### src/rtl/spi_frame_rx.sv
// SPI mode-0 frame receiver: pins are oversampled in the clk domain, MSB-first
// WORD_W-bit frames are assembled and queued in a small FIFO with a valid/ready read side.
module spi_frame_rx #(
    parameter int WORD_W      = 24,
    parameter int DEPTH       = 4,
    parameter int SYNC_STAGES = 2
) (
    input  logic                   clk,
    input  logic                   rst,
    input  logic                   sclk_in,
    input  logic                   cs_n_in,
    input  logic                   mosi_in,
    output logic [WORD_W-1:0]      word_out,
    output logic                   word_valid,
    input  logic                   word_ready,
    output logic [$clog2(DEPTH):0] fifo_level,
    output logic                   frame_err,
    output logic                   err_len,
    output logic                   err_ovf,
    input  logic                   err_clr
);
    localparam int CNT_W = $clog2(WORD_W + 1);
    localparam int PTR_W = $clog2(DEPTH);
    localparam int LVL_W = PTR_W + 1;

    typedef enum logic [1:0] {IDLE, SHIFT, OVERRUN} state_t;

    logic [SYNC_STAGES-1:0] sclk_sync_q, cs_sync_q, mosi_sync_q;
    logic                   sclk_hist_q, cs_hist_q;
    logic                   sclk_s, cs_s, mosi_s;
    logic                   sclk_rise, cs_rise, cs_fall;

    state_t                 state_q, state_d;
    logic [WORD_W-1:0]      shreg_q, shreg_d;
    logic [CNT_W-1:0]       cnt_q, cnt_d;
    logic                   push, discard;

    logic [WORD_W-1:0]      mem_q [DEPTH];
    logic [PTR_W-1:0]       rd_ptr_q, rd_ptr_d, wr_ptr_q, wr_ptr_d;
    logic [LVL_W-1:0]       count_q, count_d;
    logic                   pop, push_ok, ovf_drop;
    logic                   frame_err_q, frame_err_d;
    logic                   err_len_q, err_len_d, err_ovf_q, err_ovf_d;

    // cs_n resets high so an idle bus never looks like a frame start.
    always_ff @(posedge clk or posedge rst) begin
        if (rst) begin
            sclk_sync_q <= '0;
            cs_sync_q   <= '1;
            mosi_sync_q <= '0;
            sclk_hist_q <= 1'b0;
            cs_hist_q   <= 1'b1;
        end else begin
            sclk_sync_q <= {sclk_sync_q[SYNC_STAGES-2:0], sclk_in};
            cs_sync_q   <= {cs_sync_q[SYNC_STAGES-2:0], cs_n_in};
            mosi_sync_q <= {mosi_sync_q[SYNC_STAGES-2:0], mosi_in};
            sclk_hist_q <= sclk_sync_q[SYNC_STAGES-1];
            cs_hist_q   <= cs_sync_q[SYNC_STAGES-1];
        end
    end

    assign sclk_s    = sclk_sync_q[SYNC_STAGES-1];
    assign cs_s      = cs_sync_q[SYNC_STAGES-1];
    assign mosi_s    = mosi_sync_q[SYNC_STAGES-1];
    assign sclk_rise = sclk_s & ~sclk_hist_q;
    assign cs_rise   = cs_s & ~cs_hist_q;
    assign cs_fall   = ~cs_s & cs_hist_q;

    always_ff @(posedge clk or posedge rst) begin
        if (rst) begin
            state_q <= IDLE;
            shreg_q <= '0;
            cnt_q   <= '0;
        end else begin
            state_q <= state_d;
            shreg_q <= shreg_d;
            cnt_q   <= cnt_d;
        end
    end

    // A cs_n rise takes priority over an sclk rise seen in the same cycle.
    always_comb begin
        state_d = state_q;
        shreg_d = shreg_q;
        cnt_d   = cnt_q;
        push    = 1'b0;
        discard = 1'b0;
        case (state_q)
            IDLE: begin
                if (cs_fall) begin
                    state_d = SHIFT;
                    shreg_d = '0;
                    cnt_d   = '0;
                end
            end
            SHIFT: begin
                if (cs_rise) begin
                    state_d = IDLE;
                    if (cnt_q == CNT_W'(WORD_W)) push = 1'b1;
                    else                          discard = 1'b1;
                end else if (sclk_rise) begin
                    if (cnt_q == CNT_W'(WORD_W)) begin
                        state_d = OVERRUN;
                    end else begin
                        shreg_d = {shreg_q[WORD_W-2:0], mosi_s};
                        cnt_d   = cnt_q + CNT_W'(1);
                    end
                end
            end
            OVERRUN: begin
                if (cs_rise) begin
                    state_d = IDLE;
                    discard = 1'b1;
                end
            end
            default: state_d = IDLE;
        endcase
    end

    // A push into a full FIFO still fits when the head leaves in the same cycle.
    always_comb begin
        pop         = (count_q != '0) && word_ready;
        push_ok     = push && ((count_q < LVL_W'(DEPTH)) || pop);
        ovf_drop    = push && !push_ok;
        count_d     = count_q;
        rd_ptr_d    = pop ? rd_ptr_q + PTR_W'(1) : rd_ptr_q;
        wr_ptr_d    = push_ok ? wr_ptr_q + PTR_W'(1) : wr_ptr_q;
        if (push_ok && !pop)      count_d = count_q + LVL_W'(1);
        else if (!push_ok && pop) count_d = count_q - LVL_W'(1);
        frame_err_d = discard | ovf_drop;
        err_len_d   = discard  ? 1'b1 : (err_clr ? 1'b0 : err_len_q);
        err_ovf_d   = ovf_drop ? 1'b1 : (err_clr ? 1'b0 : err_ovf_q);
    end

    always_ff @(posedge clk or posedge rst) begin
        if (rst) begin
            rd_ptr_q    <= '0;
            wr_ptr_q    <= '0;
            count_q     <= '0;
            frame_err_q <= 1'b0;
            err_len_q   <= 1'b0;
            err_ovf_q   <= 1'b0;
        end else begin
            rd_ptr_q    <= rd_ptr_d;
            wr_ptr_q    <= wr_ptr_d;
            count_q     <= count_d;
            frame_err_q <= frame_err_d;
            err_len_q   <= err_len_d;
            err_ovf_q   <= err_ovf_d;
        end
    end

    always_ff @(posedge clk) begin
        if (push_ok) mem_q[wr_ptr_q] <= shreg_q;
    end

    assign word_valid = (count_q != '0);
    assign word_out   = word_valid ? mem_q[rd_ptr_q] : '0;
    assign fifo_level = count_q;
    assign frame_err  = frame_err_q;
    assign err_len    = err_len_q;
    assign err_ovf    = err_ovf_q;

endmodule

### config.mk
export PLATFORM = sky130hd
export DESIGN_NAME = spi_frame_rx
export DESIGN_NICKNAME = d
export VERILOG_FILES = /design/src/rtl/spi_frame_rx.sv
export SDC_FILE = /design/constraint.sdc
export NUM_CORES = 1
export LEC_CHECK = 0
export ABC_AREA = 1
export CORE_UTILIZATION = 30
export DETAILED_ROUTE_END_ITERATION = 10
export PLACE_DENSITY = 0.43
export SYNTH_ARGS = -nofsm -noshare
export SYNTH_HDL_FRONTEND = slang
export SYNTH_SLANG_ARGS = --single-unit
### constraint.sdc
create_clock -name clk -period 3.2 [get_ports clk]
set_input_delay 0.64 -clock clk [delete_from_list [all_inputs] [get_ports clk]]
set_output_delay 0.64 -clock clk [all_outputs]
set_load 0.005 [all_outputs]
==> results.yml, run 1 <==
# yosys + openroad results
global_routing:
  grt_pass1_vias: 4091
  grt_first_pass_wirelength_um: 22000
  met1_usage_pct: 17.4
  track_usage_pct: 13.8
  grt_util_met2_pct: 22.9
drt:
  wl_um: 13500
  postRouteAntennaNets: 0
  drtPass1Iterations: 4
  highest_layer: "met4"
  wl_met1_um: 6230
  drt_iter0_drc: 238
  avgViaCountPerCell: 4.44
  met3_length_um: 468
clock_tree:
  cts_tree: "done"
  root_buffer: "clkbuf_16"
  cts_sinks: 145
  cts_hold_buf: 0
sta:
  finalCriticalPeriod_ns: 3.02
  maxSlewHeadroom_pct: 34.8
  rsz0062_at_grt: "yes"
  worstMarginPinSlew_ns: 0.977
  fmax_ghz: 0.332
  setup_viol: 0
layout:
  area_growth_syn_to_layout_pct: 20.8
  clkCellAreaFrac_pct: 8.34
  bufAreaShareNonClock_pct: 6.51
  fillers: 2009
  fin_nets: 649
  seq_cell_count: 145
  comb_area_share_pct: 22.5
  largest_class: "registers"
synthesis:
  largest_area_cell: "edfxtp_1"
  syn_inst: 593
  synthArstFlopShare_pct: 33.8
  yosysTopAreaCellShare_pct: 46.8
  yosys_warnings: 0
  syn_area_sq_mm: 0.00616
  flop_cell: "edfxtp_1"
  top_cells_by_count: "nand2_1, nor2_1, edfxtp_1"
  area_leaders: "edfxtp_1, dfrtp_1, nand2_1"
  ys_seq_elements: 145
power_and_ir_drop:
  power_mw: 6.33
  power_leakage_nw: 3.20
hold_path:
  hp-class: "register to register"
  min_to: "sclk_sync_q[1]"
  min_delay_path_depth: 0
job:
  drv_cap: 0
  warning_count: 33
critical_path:
  r2r_setup_slack_ns: 0.78
  critical_path.max_stage_delay_ns: 0.45
  cp.buffers_inverters: 3
  reg2reg_from: "cnt_q[0]"
  critPathCapture: "word_out[8]"
  path_cells: "nor2_1 > nand2_1 > inv_1 > buf_4 > a21oi_1 > clkdlybuf4s50_1"
  reg2reg_to: "fifo_level[2]"
  crit_start: "fifo_level[0]"
  worstSetupEndpointType: "output pin"
floorplan:
  core.rowCount: 52
  io_pins: 38
  die_x_um: 145
  fp_util_pct: 30.5
placed_design:
  gp_congestion: 0.733
  port_buffers: 37
run_status:
  outcome: "completed"
==> run 1: registers in the layout (all words and copies together), names as in the netlist <==
name         flops
sclk_hist_q      1
mosi_sync_q      2
err_ovf          1
rd_ptr_q         2
sclk_sync_q      2
frame_err        1
wr_ptr_q         2
cs_hist_q        1
err_len          1
cnt_q            5
cs_sync_q        2
state_q          2
fifo_level       3
shreg_q         24
mem_q           96
==> run 1: kinds of logic after synthesis <==
kind of cell	share of synthesized area, %
AND-OR/OR-AND	6.72
XOR/XNOR	0.569
adder cells (fa/ha/maj)	2.36
buffers and inverters	6.22
flip-flops	66.8
multiplexers	0.183
AND/OR/NAND/NOR	17.2
==> run 1: power breakdown <==
part	internal [mW]	switching [mW]
combinational	0.882	1.24
sequential	2.07	0.0692
clock	1.34	0.727
total	4.29	2.04
==> run 1: cell usage in the layout, fill, tap and decap left out, drive strengths merged, types with 6 or more instances in the layout <==
cell type | netlist | layout
clkbuf | 8 | 20
nand2 | 109 | 109
clkinv | 0 | 6
clkdlybuf4s50 | 0 | 37
o21ai | 55 | 55
nand3 | 36 | 36
dfrtp | 46 | 46
buf | 23 | 13
inv | 57 | 57
ha | 10 | 10
a21oi | 27 | 27
nor2 | 110 | 110
edfxtp | 96 | 96
==> run 1: metrics by stage <==
| step | utilization (%) | hold slack (ns) | worst slack, ns | cell area, sq um | std cells |
|---|---|---|---|---|---|
| 2_1_floorplan | - | 0.331 | 0.750 | 6160 | 593 |
| 3_3_place_gp | 33.8 | 0.335 | 0.407 | 6820 | 882 |
| 3_5_place_dp | 33.8 | 0.340 | 0.384 | 6820 | 882 |
| 4_1_cts | 36.9 | 0.354 | 0.0536 | 7440 | 914 |
| 5_1_grt | 36.9 | 0.367 | -0.00173 | 7440 | 914 |
| 6_report | 36.9 | 0.349 | 0.184 | 7440 | 914 |
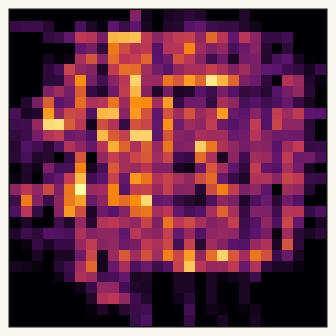
Figure 1: run 1, routed metal per tile.
29 x 29 tiles, from black (low) to pale yellow (high), scaled to the fullest tile. Values are wire area over tile area, all layers added.
17% of the tiles are over half the peak. The fullest tile reaches 0.37. The densest ninth of the die: centre. 22% of the tiles are nearly empty. The mean over all tiles is 0.098.

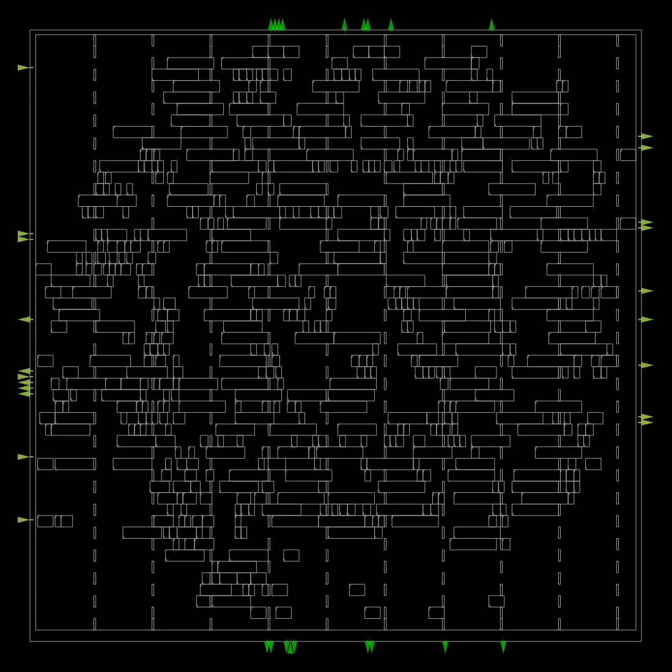
Figure 2: run 1, placed standard cells.
Final Util: 36.9%
core area: 0.0202 sq mm
number of well taps: 270

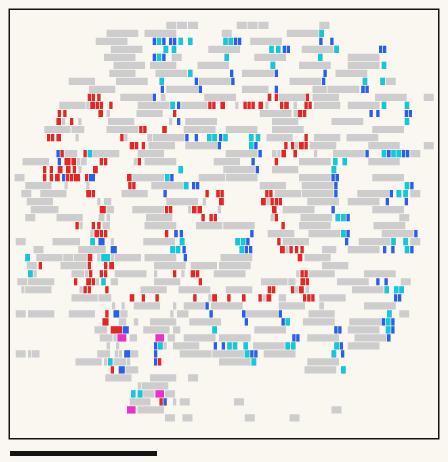
Figure 3: run 1, selected gate families.
The bar under the picture is 50 um long.
NOR gates: marked blue, cells 110. NAND gates: marked red, cells 150. inverting AOI/OAI gates: marked cyan, cells 82. XOR/XNOR gates: marked magenta, cells 4.

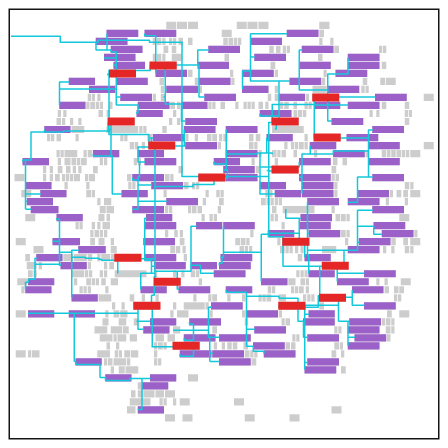
Figure 4: run 1, clock network drawn from the DEF.
cells driving clock nets: marked red, count 17. flip-flops: marked purple, count 145. clock wires: marked cyan, length 1760 um.
Position of the flops: all over the die. There are 18 routed clock nets.

==> run 2, diff against run 1 <==
--- a/config.mk
+++ b/config.mk
@@ -9,6 +9,7 @@
 export CORE_UTILIZATION = 30
 export DETAILED_ROUTE_END_ITERATION = 10
 export PLACE_DENSITY = 0.43
+export SKIP_LAST_GASP = 1
 export SYNTH_ARGS = -nofsm -noshare
 export SYNTH_HDL_FRONTEND = slang
 export SYNTH_SLANG_ARGS = --single-unit
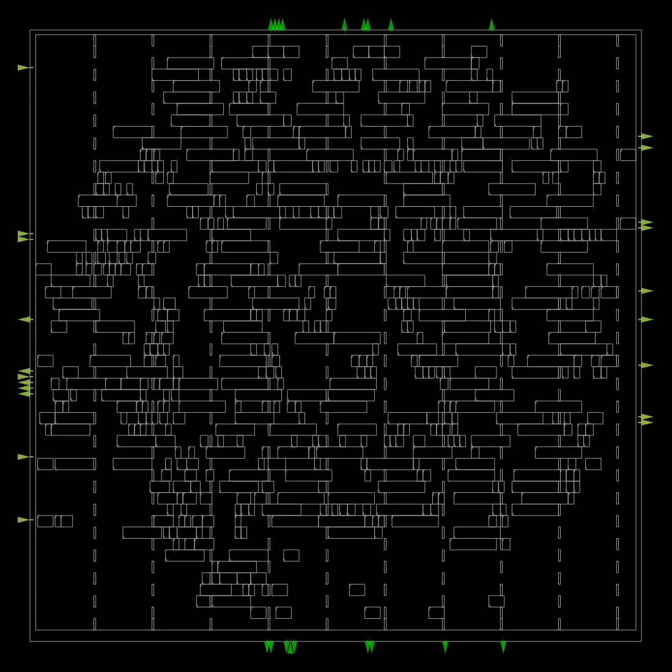
Figure 5: run 2, placed standard cells.
row cnt: 52
fillcell total: 2009
Flops: 145
Seq area share: 55.3%
final std cells w/o fill: 914

==> results.yml, run 2 <==
# yosys + openroad results
synthesis:
  edf_count: 96
  largest_area_cell: "edfxtp_1"
  flop_cell: "edfxtp_1"
  top_cells_by_count: "nand2_1, nor2_1, edfxtp_1"
  synthArstFlopShare_pct: 33.8
  area_leaders: "edfxtp_1, dfrtp_1, nand2_1"
  yosysTopAreaCellShare_pct: 46.8
  yosys_warnings: 0
  syn_area_sq_mm: 0.00616
  syn_inst: 593
  ys_seq_elements: 145
  syn_area_per_cell_sq_um: 10.4
power_and_ir_drop:
  seq_power_share_pct: 33.8
  power_leakage_nw: 3.20
  p_per_area_mw_per_mm2: 850
  clockPowerShare_pct: 32.6
  power_mw: 6.33
  combPwrFrac_pct: 33.6
  power.internal_mw: 4.29
  switchingPower_mw: 2.04
  swShare_pct: 32.2
placed_design:
  dp.cells: 882
  port_buffers: 37
  postPlaceCellArea_sq_mm: 0.00682
  gp_congestion: 0.733
global_routing:
  grt_util_met2_pct: 22.9
  track_usage_pct: 13.8
  met1_usage_pct: 17.4
  grt_pass1_vias: 4091
  grt_first_pass_wirelength_um: 22000
critical_path:
  reg2reg_from: "cnt_q[0]"
  cp-start-kind: "register"
  cp.required_ns: 2.56
  reg2reg_to: "fifo_level[2]"
  r2r_setup_slack_ns: 0.78
sta:
  hold_ws_ns: 0.349
  fmax_ghz: 0.332
  maxSlewHeadroom_pct: 34.8
  setup_viol: 0
  rsz0062_at_grt: "yes"
  worstMarginPinSlew_ns: 0.977
  finalCriticalPeriod_ns: 3.02
  setup_slack_ns: 0.184
  timing_hold_violations_final: 0
job:
  warning_count: 33
clock_tree:
  cts_hold_buf: 0
  root_buffer: "clkbuf_16"
  cts_tree: "done"
  cts_sinks: 145
layout:
  largest_register_ffs: 96
  lay_top_cells: "nand2_1, nor2_1, edfxtp_1"
  reg_top3: "mem_q x96, shreg_q x24, cnt_q x5"
  fin_area_sq_mm: 0.00744
  max_flop_register: "mem_q"
  lay_top_count: "nand2_1"
  fin_nets: 649
  area_growth_syn_to_layout_pct: 20.8
drt:
  drt_iter0_drc: 238
  wl_um: 13500
  drtPass1Iterations: 4
  postRouteAntennaNets: 0
  avgViaCountPerCell: 4.44
hold_path:
  hp-class: "register to register"
  min_delay_path_depth: 0
  hold_path.startpoint: "sclk_sync_q[0]"
  min_to: "sclk_sync_q[1]"
run_status:
  outcome: "completed"
floorplan:
  io_pins: 38
  die_x_um: 145
  coreArea_sq_mm: 0.0202
  die_y_um: 145
  fp_util_pct: 30.5
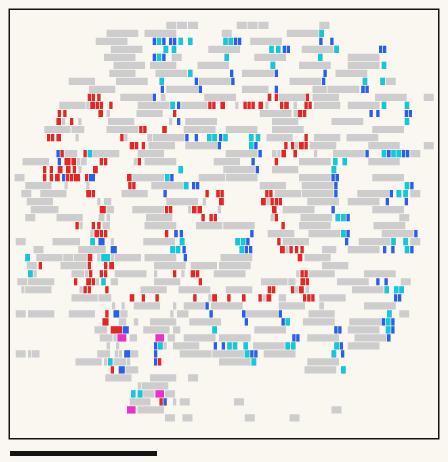
Figure 6: run 2, selected gate families.
The bar under the picture is 50 um long.
NAND gates: marked red, cells 150. XOR/XNOR gates: marked magenta, cells 4. NOR gates: marked blue, cells 110. inverting AOI/OAI gates: marked cyan, cells 82.

## run 2: routing by layer
layer	vias up	share of wire, %
met3	19	3.5
met2	76	49
li1	2027	-
met4	0	1.5
met5	-	0
met1	1936	46
## run 2: worst max-delay path, cell delays in order (launching register included)
cell and delay [ns]:
dfrtp_1 0.43, nor2_1 0.12, nand2_1 0.11, inv_1 0.42
buf_4 0.33, a21oi_1 0.09, clkdlybuf4s50_1 0.45
## run 2: worst max path at each step
| stage | from | endpoint | cells after the start |
|---|---|---|---|
| finish | fifo_level[0] | word_out[8] | 6 |
| detailed placement | word_ready | fifo_level[2] | 10 |
| global route | rd_ptr_q[1] | word_out[20] | 5 |
| CTS | rd_ptr_q[0] | word_out[20] | 6 |
| global placement | word_ready | fifo_level[2] | 10 |
| floorplan | cnt_q[0] | mem_q[0][0] | 8 |
## run 2: kinds of logic after synthesis
family,count (synthesis),synth area share (%)
muxes,1,0.183
DFF,145,66.8
buffers and inverters,88,6.22
and+or+nand+nor,262,17.2
adders and majority gates,11,2.36
AOI/OAI and AO/OA,82,6.72
xor gates and xnor gates,4,0.569
## run 2: power by group through the flow
stage          Sequential, mW  Clock, mW  Combinational, mW
6_report                 2.14       2.06               2.13
5_1_grt                  2.15       2.20               2.39
4_1_cts                  2.14       2.12               2.19
3_5_place_dp             2.18          0               2.18
3_3_place_gp             2.17          0               2.17
2_1_floorplan            2.16          0               1.26
## run 2: cell type report
type	count	area (sq um)
Clock buffer	20	457
Tap cell	270	338
Clock inverter	12	164
Sequential cell	145	4110
Inverter	57	214
Timing Repair Buffer	50	484
Multi-Input combinational cell	360	1670
Fill cell	2009	12700
==> run 3, diff against run 2 <==
--- a/config.mk
+++ b/config.mk
@@ -6,6 +6,7 @@
 export NUM_CORES = 1
 export LEC_CHECK = 0
 export ABC_AREA = 1
+export CORE_MARGIN = 2
 export CORE_UTILIZATION = 30
 export DETAILED_ROUTE_END_ITERATION = 10
 export PLACE_DENSITY = 0.43
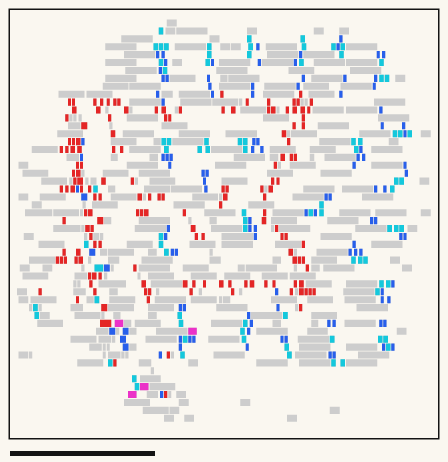
Figure 7: run 3, selected gate families.
The bar under the picture is 50 um long.
inverting AOI/OAI gates: marked cyan, cells 82. XOR/XNOR gates: marked magenta, cells 4. NAND gates: marked red, cells 150. NOR gates: marked blue, cells 110.

==> results.yml, run 3 <==
# yosys + openroad results
power_and_ir_drop:
  maxPowerGroup: "registers"
  p_seq_mw: 2.14
  p_clk_mw: 1.99
  combPwrFrac_pct: 34.0
  swShare_pct: 34.2
  clockPowerShare_pct: 31.8
  power_leakage_nw: 3.19
  pg_comb_mw: 2.14
  switchingPower_mw: 2.14
  seq_power_share_pct: 34.2
hold_path:
  min_to: "mosi_sync_q[1]"
  hp-class: "register to register"
  min_delay_path_depth: 0
layout:
  area_growth_syn_to_layout_pct: 20.7
  largest_register_ffs: 96
  fin_nets: 651
  final-seq-area_sq_mm: 0.00411
  reg_top3: "mem_q x96, shreg_q x24, cnt_q x5"
  lay_top_count: "nand2_1"
floorplan:
  io_pins: 38
  core.rowCount: 52
  coreArea_sq_mm: 0.0202
  fp_util_pct: 30.5
  die_x_um: 147
synthesis:
  area_leaders: "edfxtp_1, dfrtp_1, nand2_1"
  syn_area_sq_mm: 0.00616
  edf_count: 96
  syn_area_per_cell_sq_um: 10.4
  flop_cell: "edfxtp_1"
  syn_inst: 593
  largest_area_cell: "edfxtp_1"
critical_path:
  reg2reg_to: "fifo_level[2]"
  cpMaxStageDelayCell: "clkdlybuf4s50_1"
  reg2reg_from: "cnt_q[0]"
  r2r_setup_slack_ns: 0.78
global_routing:
  grt_pass1_vias: 4082
  grt_first_pass_wirelength_um: 21800
  track_usage_pct: 13.3
placed_design:
  gp_congestion: 0.734
  port_buffers: 37
sta:
  maxSlewHeadroom_pct: 33.2
  timing_hold_violations_final: 0
  setup_viol: 0
  rsz0062_at_grt: "yes"
  fmax_ghz: 0.324
  finalCriticalPeriod_ns: 3.09
  hold_ws_ns: 0.355
  worstMarginPinSlew_ns: 1.00
run_status:
  outcome: "completed"
clock_tree:
  cts_sinks: 145
  cts_tree: "done"
  cts_hold_buf: 0
job:
  drv_cap: 0
drt:
  postRouteAntennaNets: 0
  wl_um: 13800
  drtPass1Iterations: 4
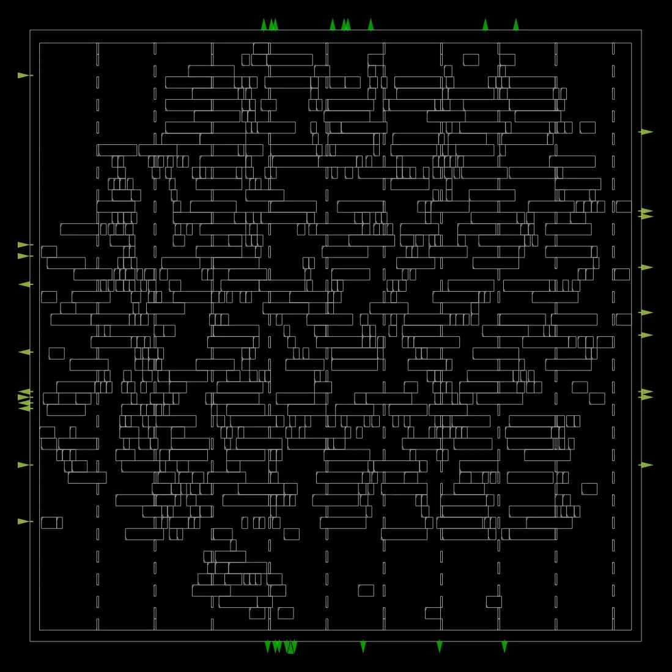
Figure 8: run 3, placed standard cells.
Final Util: 36.9%
fillcell total: 2052
final std cells w/o fill: 916
Seq area share: 55.3%

-- run 3: cells by family after synthesis --
family / count (synthesis) / share of synthesized area [%]
AND/OR/NAND/NOR: 262 / 17.2
AND-OR/OR-AND: 82 / 6.72
adder cells (fa/ha/maj): 11 / 2.36
multiplexers: 1 / 0.183
flip-flops: 145 / 66.8
buffers and inverters: 88 / 6.22
XOR/XNOR: 4 / 0.569
-- run 3: area by class of cell --
type,instances,area share (%)
Sequential cell,145,55.3
Tap cell,270,4.54
Timing Repair Buffer,52,6.71
Clock inverter,15,2.32
Clock buffer,17,5.72
Inverter,57,2.88
Multi-Input combinational cell,360,22.5
-- run 3: critical path, delay by kind of cell, from the launching register on --
kind,cells,cell delay [ns]
flops,1,0.38
compound gates,2,0.37
buf+inv,3,1.26
-- run 3: worst max-delay path by stage --
stage	startpoint	endpoint	slack (ns)	cells after the start
finish	rd_ptr_q[0]	word_out[6]	0.11	5
global route	rd_ptr_q[0]	word_out[6]	-0.004	5
CTS	rd_ptr_q[0]	word_out[19]	0.06	6
detailed placement	word_ready	fifo_level[2]	0.42	10
global placement	word_ready	fifo_level[2]	0.41	10
floorplan	cnt_q[0]	mem_q[0][0]	0.75	8
-- run 3: layer usage --
layer | up-vias | global-route usage [%] | wire (um) | share of wire [%]
met5 | - | 0 | 0 | 0
met1 | 1990 | 16.4 | 6360 | 46
li1 | 2025 | - | - | -
met4 | 0 | 4.66 | 200 | 1.4
met3 | 21 | 3.17 | 435 | 3.1
met2 | 56 | 23.0 | 6820 | 49
-- run 3: stage by stage --
stage / worst slack, ns / cell area [sq um]
final: 0.115 / 7440
after global routing: -0.00440 / 7440
after CTS: 0.0550 / 7430
after detailed placement: 0.419 / 6830
after global placement: 0.413 / 6830
after floorplan: 0.750 / 6160
Power and IR drop assume default switching activity.
